File: config.mk
export PLATFORM = sky130hd
export DESIGN_NAME = square_game_ctrl
export DESIGN_NICKNAME = d
export VERILOG_FILES = /design/src/rtl/square_game_ctrl.sv
export SDC_FILE = /design/constraint.sdc
export NUM_CORES = 1
export LEC_CHECK = 0
export CAP_MARGIN = 10
export CORE_MARGIN = 2
export CORE_UTILIZATION = 59
export DETAILED_ROUTE_END_ITERATION = 8
export GPL_TIMING_DRIVEN = 1
export PLACE_DENSITY = 0.8
export SLEW_MARGIN = 5
export SYNTH_ARGS = -nofsm -noshare
export SYNTH_HDL_FRONTEND = slang
export SYNTH_SLANG_ARGS = --single-unit
export TNS_END_PERCENT = 5
File: constraint.sdc
create_clock -name clk -period 8.5 [get_ports clk]
set_input_delay 0.85 -clock clk [delete_from_list [all_inputs] [get_ports clk]]
set_output_delay 0.85 -clock clk [all_outputs]
set_load 0.01 [all_outputs]
File: src/rtl/square_game_ctrl.sv
// VGA square game controller: UART command decode, tick-paced square movement with screen clamping,
// hole detection and IDLE/PLAY/WIN sequencing; all outputs registered, commands take effect next cycle.
module square_game_ctrl #(
  parameter int SCREEN_W  = 640,
  parameter int SCREEN_H  = 480,
  parameter int SQ_SIZE   = 18,
  parameter int HOLE_X    = 300,
  parameter int HOLE_Y    = 198,
  parameter int HOLE_SIZE = 20,
  parameter int START_X   = 0,
  parameter int START_Y   = 200,
  parameter int TICK_DIV  = 310000,
  parameter int WIN_TICKS = 100
) (
  input  logic       clk,
  input  logic       rst,
  input  logic       cmd_valid,
  input  logic [7:0] cmd_data,
  output logic [9:0] sq_x,
  output logic [9:0] sq_y,
  output logic [1:0] state,
  output logic       win_pulse,
  output logic [7:0] score
);

  typedef enum logic [1:0] {S_IDLE = 2'd0, S_PLAY = 2'd1, S_WIN = 2'd2} state_e;
  typedef enum logic [2:0] {D_STOP, D_UP, D_DOWN, D_RIGHT, D_LEFT} dir_e;

  localparam int TC_W = (TICK_DIV > 1) ? $clog2(TICK_DIV) : 1;
  localparam int WC_W = (WIN_TICKS > 1) ? $clog2(WIN_TICKS) : 1;

  localparam logic [TC_W-1:0] TICK_LAST = TC_W'(TICK_DIV - 1);
  localparam logic [WC_W-1:0] WIN_LAST  = WC_W'(WIN_TICKS - 1);
  localparam logic [10:0]     X_MAX     = 11'(SCREEN_W - SQ_SIZE);
  localparam logic [10:0]     Y_MAX     = 11'(SCREEN_H - SQ_SIZE);
  localparam logic [9:0]      X_START   = 10'(START_X);
  localparam logic [9:0]      Y_START   = 10'(START_Y);
  localparam logic [9:0]      HOLE_X_LO = 10'(HOLE_X);
  localparam logic [9:0]      HOLE_X_HI = 10'(HOLE_X + HOLE_SIZE - SQ_SIZE);
  localparam logic [9:0]      HOLE_Y_LO = 10'(HOLE_Y);
  localparam logic [9:0]      HOLE_Y_HI = 10'(HOLE_Y + HOLE_SIZE - SQ_SIZE);

  state_e           state_q, state_d;
  dir_e             dir_q, dir_d;
  logic [9:0]       x_q, x_d, y_q, y_d;
  logic [TC_W-1:0]  tick_cnt_q, tick_cnt_d;
  logic [WC_W-1:0]  win_cnt_q, win_cnt_d;
  logic             win_pulse_q, win_pulse_d;
  logic [7:0]       score_q, score_d;

  logic             tick;
  logic             cmd_is_dir, cmd_stop, cmd_restart;
  dir_e             cmd_dir;
  logic [10:0]      x_step, y_step;
  logic [9:0]       x_clamp, y_clamp;
  logic             win_hit;

  always_comb begin
    cmd_is_dir = 1'b0;
    cmd_dir    = D_STOP;
    if (cmd_valid) begin
      case (cmd_data)
        8'd65: begin cmd_is_dir = 1'b1; cmd_dir = D_UP;    end
        8'd66: begin cmd_is_dir = 1'b1; cmd_dir = D_DOWN;  end
        8'd67: begin cmd_is_dir = 1'b1; cmd_dir = D_RIGHT; end
        8'd68: begin cmd_is_dir = 1'b1; cmd_dir = D_LEFT;  end
        default: ;
      endcase
    end
  end

  assign cmd_stop    = cmd_valid && (cmd_data == 8'd32);
  assign cmd_restart = cmd_valid && (cmd_data == 8'd82);

  // Free-running movement divider; never cleared except by rst.
  assign tick       = (tick_cnt_q == TICK_LAST);
  assign tick_cnt_d = tick ? '0 : tick_cnt_q + TC_W'(1);

  // 11-bit step so +1 cannot wrap; decrement at 0 is suppressed rather than underflowing.
  always_comb begin
    x_step = {1'b0, x_q};
    y_step = {1'b0, y_q};
    case (dir_q)
      D_RIGHT: x_step = {1'b0, x_q} + 11'd1;
      D_LEFT:  x_step = (x_q == 10'd0) ? 11'd0 : {1'b0, x_q} - 11'd1;
      D_DOWN:  y_step = {1'b0, y_q} + 11'd1;
      D_UP:    y_step = (y_q == 10'd0) ? 11'd0 : {1'b0, y_q} - 11'd1;
      default: ;
    endcase
    x_clamp = (x_step > X_MAX) ? X_MAX[9:0] : x_step[9:0];
    y_clamp = (y_step > Y_MAX) ? Y_MAX[9:0] : y_step[9:0];
  end

  assign win_hit = (state_q == S_PLAY) &&
                   (x_q >= HOLE_X_LO) && (x_q <= HOLE_X_HI) &&
                   (y_q >= HOLE_Y_LO) && (y_q <= HOLE_Y_HI);

  always_comb begin
    state_d     = state_q;
    dir_d       = dir_q;
    x_d         = x_q;
    y_d         = y_q;
    win_cnt_d   = win_cnt_q;
    win_pulse_d = 1'b0;
    score_d     = score_q;
    // Restart outranks a coincident tick or win.
    if (cmd_restart) begin
      state_d   = S_IDLE;
      dir_d     = D_STOP;
      x_d       = X_START;
      y_d       = Y_START;
      win_cnt_d = '0;
    end else begin
      case (state_q)
        S_IDLE: begin
          x_d = X_START;
          y_d = Y_START;
          if (cmd_is_dir) begin
            dir_d   = cmd_dir;
            state_d = S_PLAY;
          end
        end
        S_PLAY: begin
          if (win_hit) begin
            state_d     = S_WIN;
            dir_d       = D_STOP;
            win_cnt_d   = '0;
            win_pulse_d = 1'b1;
            score_d     = (score_q == 8'hFF) ? score_q : score_q + 8'd1;
          end else begin
            // Step uses the direction already registered; a new command lands for the next tick.
            if (tick) begin
              x_d = x_clamp;
              y_d = y_clamp;
            end
            if (cmd_is_dir) dir_d = cmd_dir;
            else if (cmd_stop) dir_d = D_STOP;
          end
        end
        S_WIN: begin
          if (tick) begin
            if (win_cnt_q == WIN_LAST) begin
              state_d   = S_IDLE;
              x_d       = X_START;
              y_d       = Y_START;
              win_cnt_d = '0;
            end else begin
              win_cnt_d = win_cnt_q + WC_W'(1);
            end
          end
        end
        default: state_d = S_IDLE;
      endcase
    end
  end

  always_ff @(posedge clk or posedge rst) begin
    if (rst) begin
      state_q     <= S_IDLE;
      dir_q       <= D_STOP;
      x_q         <= X_START;
      y_q         <= Y_START;
      tick_cnt_q  <= '0;
      win_cnt_q   <= '0;
      win_pulse_q <= 1'b0;
      score_q     <= 8'd0;
    end else begin
      state_q     <= state_d;
      dir_q       <= dir_d;
      x_q         <= x_d;
      y_q         <= y_d;
      tick_cnt_q  <= tick_cnt_d;
      win_cnt_q   <= win_cnt_d;
      win_pulse_q <= win_pulse_d;
      score_q     <= score_d;
    end
  end

  assign sq_x      = x_q;
  assign sq_y      = y_q;
  assign state     = state_q;
  assign win_pulse = win_pulse_q;
  assign score     = score_q;

endmodule

==> run_1/detail.png <==
Region (30, 48) to (60, 78) µm. Cells in grey, sequential cells in the stronger grey; small squares are vias.
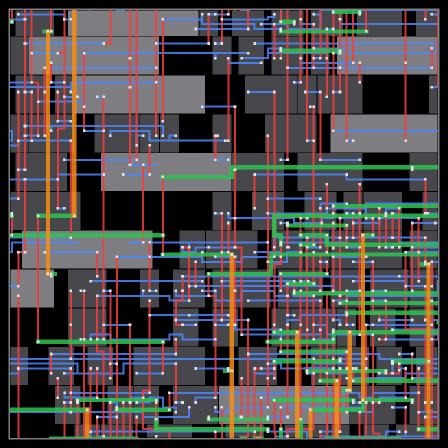
Key: green = metal 3; blue = metal 1; orange = metal 4; red = metal 2
Most frequent: nor2_1 (8), dfrtp_1 (8), nand4_1 (7). 78 logic cells have their middle in the window. Sequential cells in the window: 8. Netlist names of flops here include tick_cnt_q (5), sq_x (3).

==> run_1/logic_types.png <==
Scale: 6 px per µm.
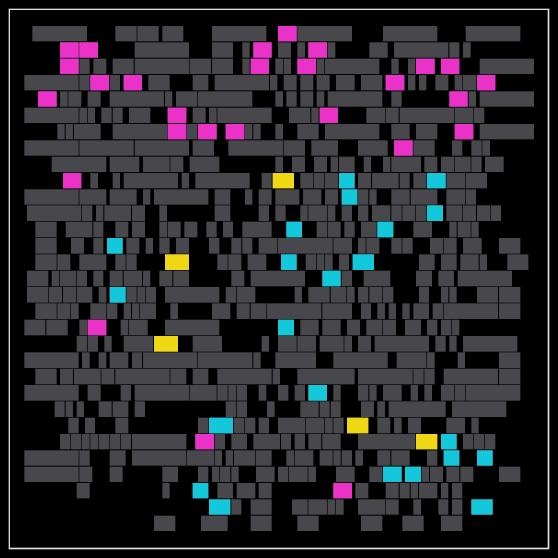
Key: yellow = mux cells [cells 5]; cyan = non-inverting ao/oa cells [cells 22]; magenta = xor and xnor cells [cells 27]
combinational share of cell area: 0.535
Commonest Layout Cell: dfrtp_1
Non-Filler Instances: 646

==> run_1/wires.png <==
Scale: 4 px per µm. Two of the layers only.
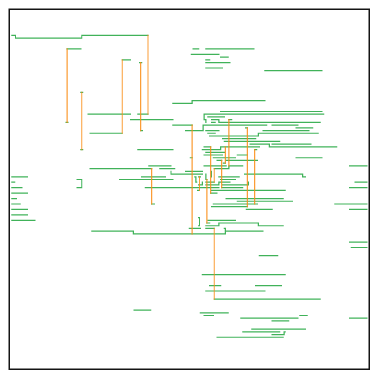
Key: orange = metal 4 [wire length 226 µm]; green = metal 3 [wire length 948 µm]

==> run_1/congestion.png <==
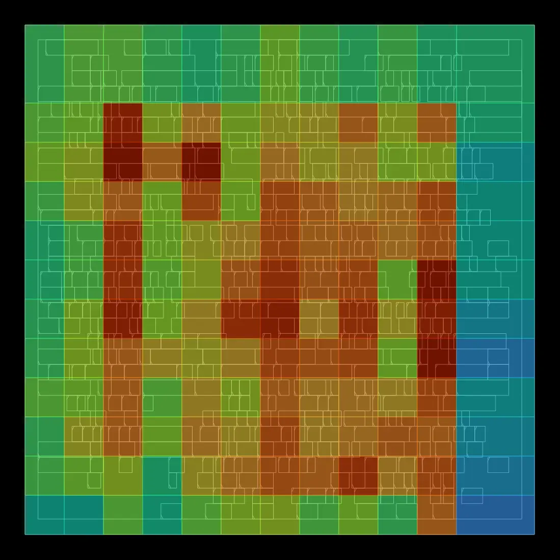
gr usage total: 0.285
average wire per standard cell: 16.9 µm

==> results.json, run 1 <==
{
  "clock_power_uw": 233,
  "fin_crit_sh": 0.369,
  "post-route-min-period_ps": 3140,
  "setup_viol": 0,
  "top_area_frac": 0.330,
  "chip_area_um2": 8030,
  "vias": 4189,
  "rsz0062_at_grt": "no",
  "wl_met3_um": 948,
  "drv_slew": 0,
  "final.setup_skew_ps": 9.65,
  "p_leak_nw": 2.02,
  "p_comb_frac": 0.213,
  "ys_types": 78,
  "yosys_area_um2": 4330,
  "fin_nets": 567,
  "cts_tree": "yes",
  "avgSynthCellArea_um2": 8.37,
  "numClockSinks": 60,
  "rr_startpoint": "sq_x[0]",
  "grt_pass1_wl_um": 17900,
  "seqPwrFrac": 0.443,
  "fillers": 621,
  "top_usage_layer": "met2",
  "status": "finished clean",
  "synth_seq_share": 0.348,
  "drt-met1-wl_um": 4840,
  "avgViaCountPerCell": 6.48,
  "p_sw_frac": 0.329,
  "rr_endpoint": "sq_x[7]",
  "largest_reg_flops": 19,
  "n_all_inverters": 15,
  "use_met1": 0.416,
  "min_from": "tick_cnt_q[0]",
  "synth.most_common_cell": "dfrtp_1",
  "edf_count": 0,
  "syn_inst": 517,
  "cts_setup_buffers": 0,
  "buffer_area_frac": 0.0851
}
run 1: worst max-delay path: stages, from the launching register on:
cell	delay (ps)
dfrtp_1	540
inv_1	110
ha_1	240
or2b_2	250
nor3_2	70
or2b_2	360
o21a_1	240
or3_1	380
o32a_1	400
and2_4	190
o31ai_1	250
run 1: cells by family after synthesis:
| logic type | synth area share |
|---|---|
| and+or+nand+nor | 0.305 |
| AOI/OAI and AO/OA | 0.195 |
| DFF | 0.348 |
| buffers and inverters | 0.0454 |
| xor gates and xnor gates | 0.0547 |
| adders and majority gates | 0.0405 |
| muxes | 0.0121 |
run 1: per-stage QoR:
stage                      util  hold slack (ps)  setup WS (ps)
after CTS                 0.684              460           5400
final                     0.684              458           5360
after floorplan               -              424           5720
after global placement    0.659              441           5210
after global routing      0.684              505           5180
after detailed placement  0.659              449           5110
==> run 1 -> run 2 <==
- CORE_UTILIZATION: 59 -> 58
- PLACE_DENSITY: 0.8 -> 0.79
- clock period: 8.5 -> 3 ns (I/O delays scaled with it)
==> run_2/layer_met1.png <==
Scale: 4 px per µm. Supply wires on this layer in grey.
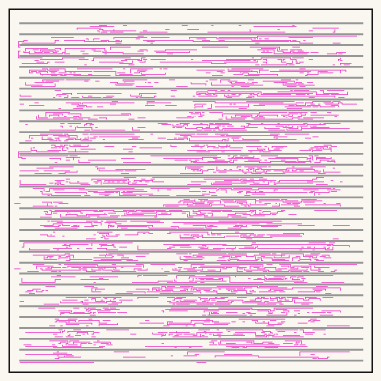
The longest straight run is 27.6 µm. The layer holds 43% of the routed length. The layer carries 5250 µm of wire. 553 nets have wire on it. The wires run mostly horizontal.

==> run_2/wires.png <==
Scale: 4 px per µm. Two of the layers only.
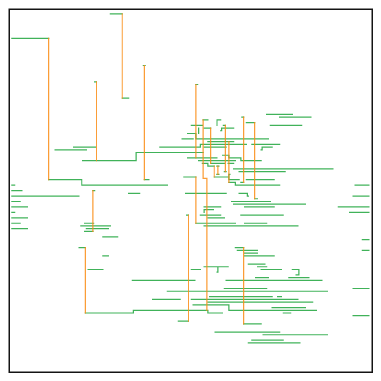
Routed WL: 12100 µm
gr usage total: 0.305
via count: 4299
average wire per standard cell: 17.8 µm

==> results.json, run 2 <==
{
  "ys_types": 78,
  "cts_tree": "yes",
  "xor_share": 0.0547,
  "post-route-min-period_ps": 2820,
  "stdcell_count": 681,
  "seqPwrFrac": 0.387,
  "syn_inst": 517,
  "avgViaCountPerCell": 6.31,
  "drv_slew": 0,
  "ys_sh_adder": 0.0405,
  "final.setup_skew_ps": 17.1,
  "crit_path_max_incr_delay_ps": 580,
  "fin_nets": 602,
  "fin_crit_sh": 0.940,
  "rsz0062_at_grt": "no",
  "aoi_share": 0.195,
  "synth.most_common_cell": "dfrtp_1",
  "cp_slowest_cell": "dfrtp_1",
  "fin_ws_ps": 179,
  "p_sw_frac": 0.322,
  "setup_viol": 0,
  "rr_startpoint": "dir_q[1]",
  "yosys_area_um2": 4330,
  "cp_top_family": "simple AND/OR/NAND/NOR gates",
  "numClockSinks": 60,
  "crit_chain": "nand3b_2, or4_1, o211ai_1, a21boi_1, nand4_1, o32a_1, and2_4, o31ai_1",
  "rr_endpoint": "sq_x[7]",
  "grt_pass1_wl_um": 19900,
  "place_ws_ps": 242,
  "status": "finished clean",
  "synth_seq_share": 0.348,
  "clock_power_uw": 877,
  "top_area_frac": 0.330,
  "ys_top_logic_family": "simple AND/OR/NAND/NOR gates",
  "p_leak_nw": 2.22,
  "fillers": 587,
  "path_depth": 8,
  "edf_count": 0,
  "p_comb_frac": 0.212,
  "hold_ws_ps": 290
}
==> run 2: worst register-to-register path, stage by stage (launching register included) <==
cell and delay, ps:
dfrtp_1 580, nand3b_2 260, or4_1 520, o211ai_1 170, a21boi_1 330, nand4_1 130, o32a_1 350, and2_4 180
o31ai_1 230
==> run 2: cell type report <==
class,instances,area (µm²),area share
flip-flops and latches,60,1510,0.288
well taps,99,124,0.0237
clock inverters,6,93.8,0.0180
repair buffers,77,681,0.130
multi-input cells,414,2630,0.503
inverters,15,56.3,0.0108
clock buffers,10,138,0.0264
==> run 2: layer usage <==
layer	track usage	vias up	wire (µm)
met5	0	-	0
met4	0.117	0	325
met3	0.0593	38	871
met2	0.487	203	5690
met1	0.412	2038	5250
li1	-	2020	-
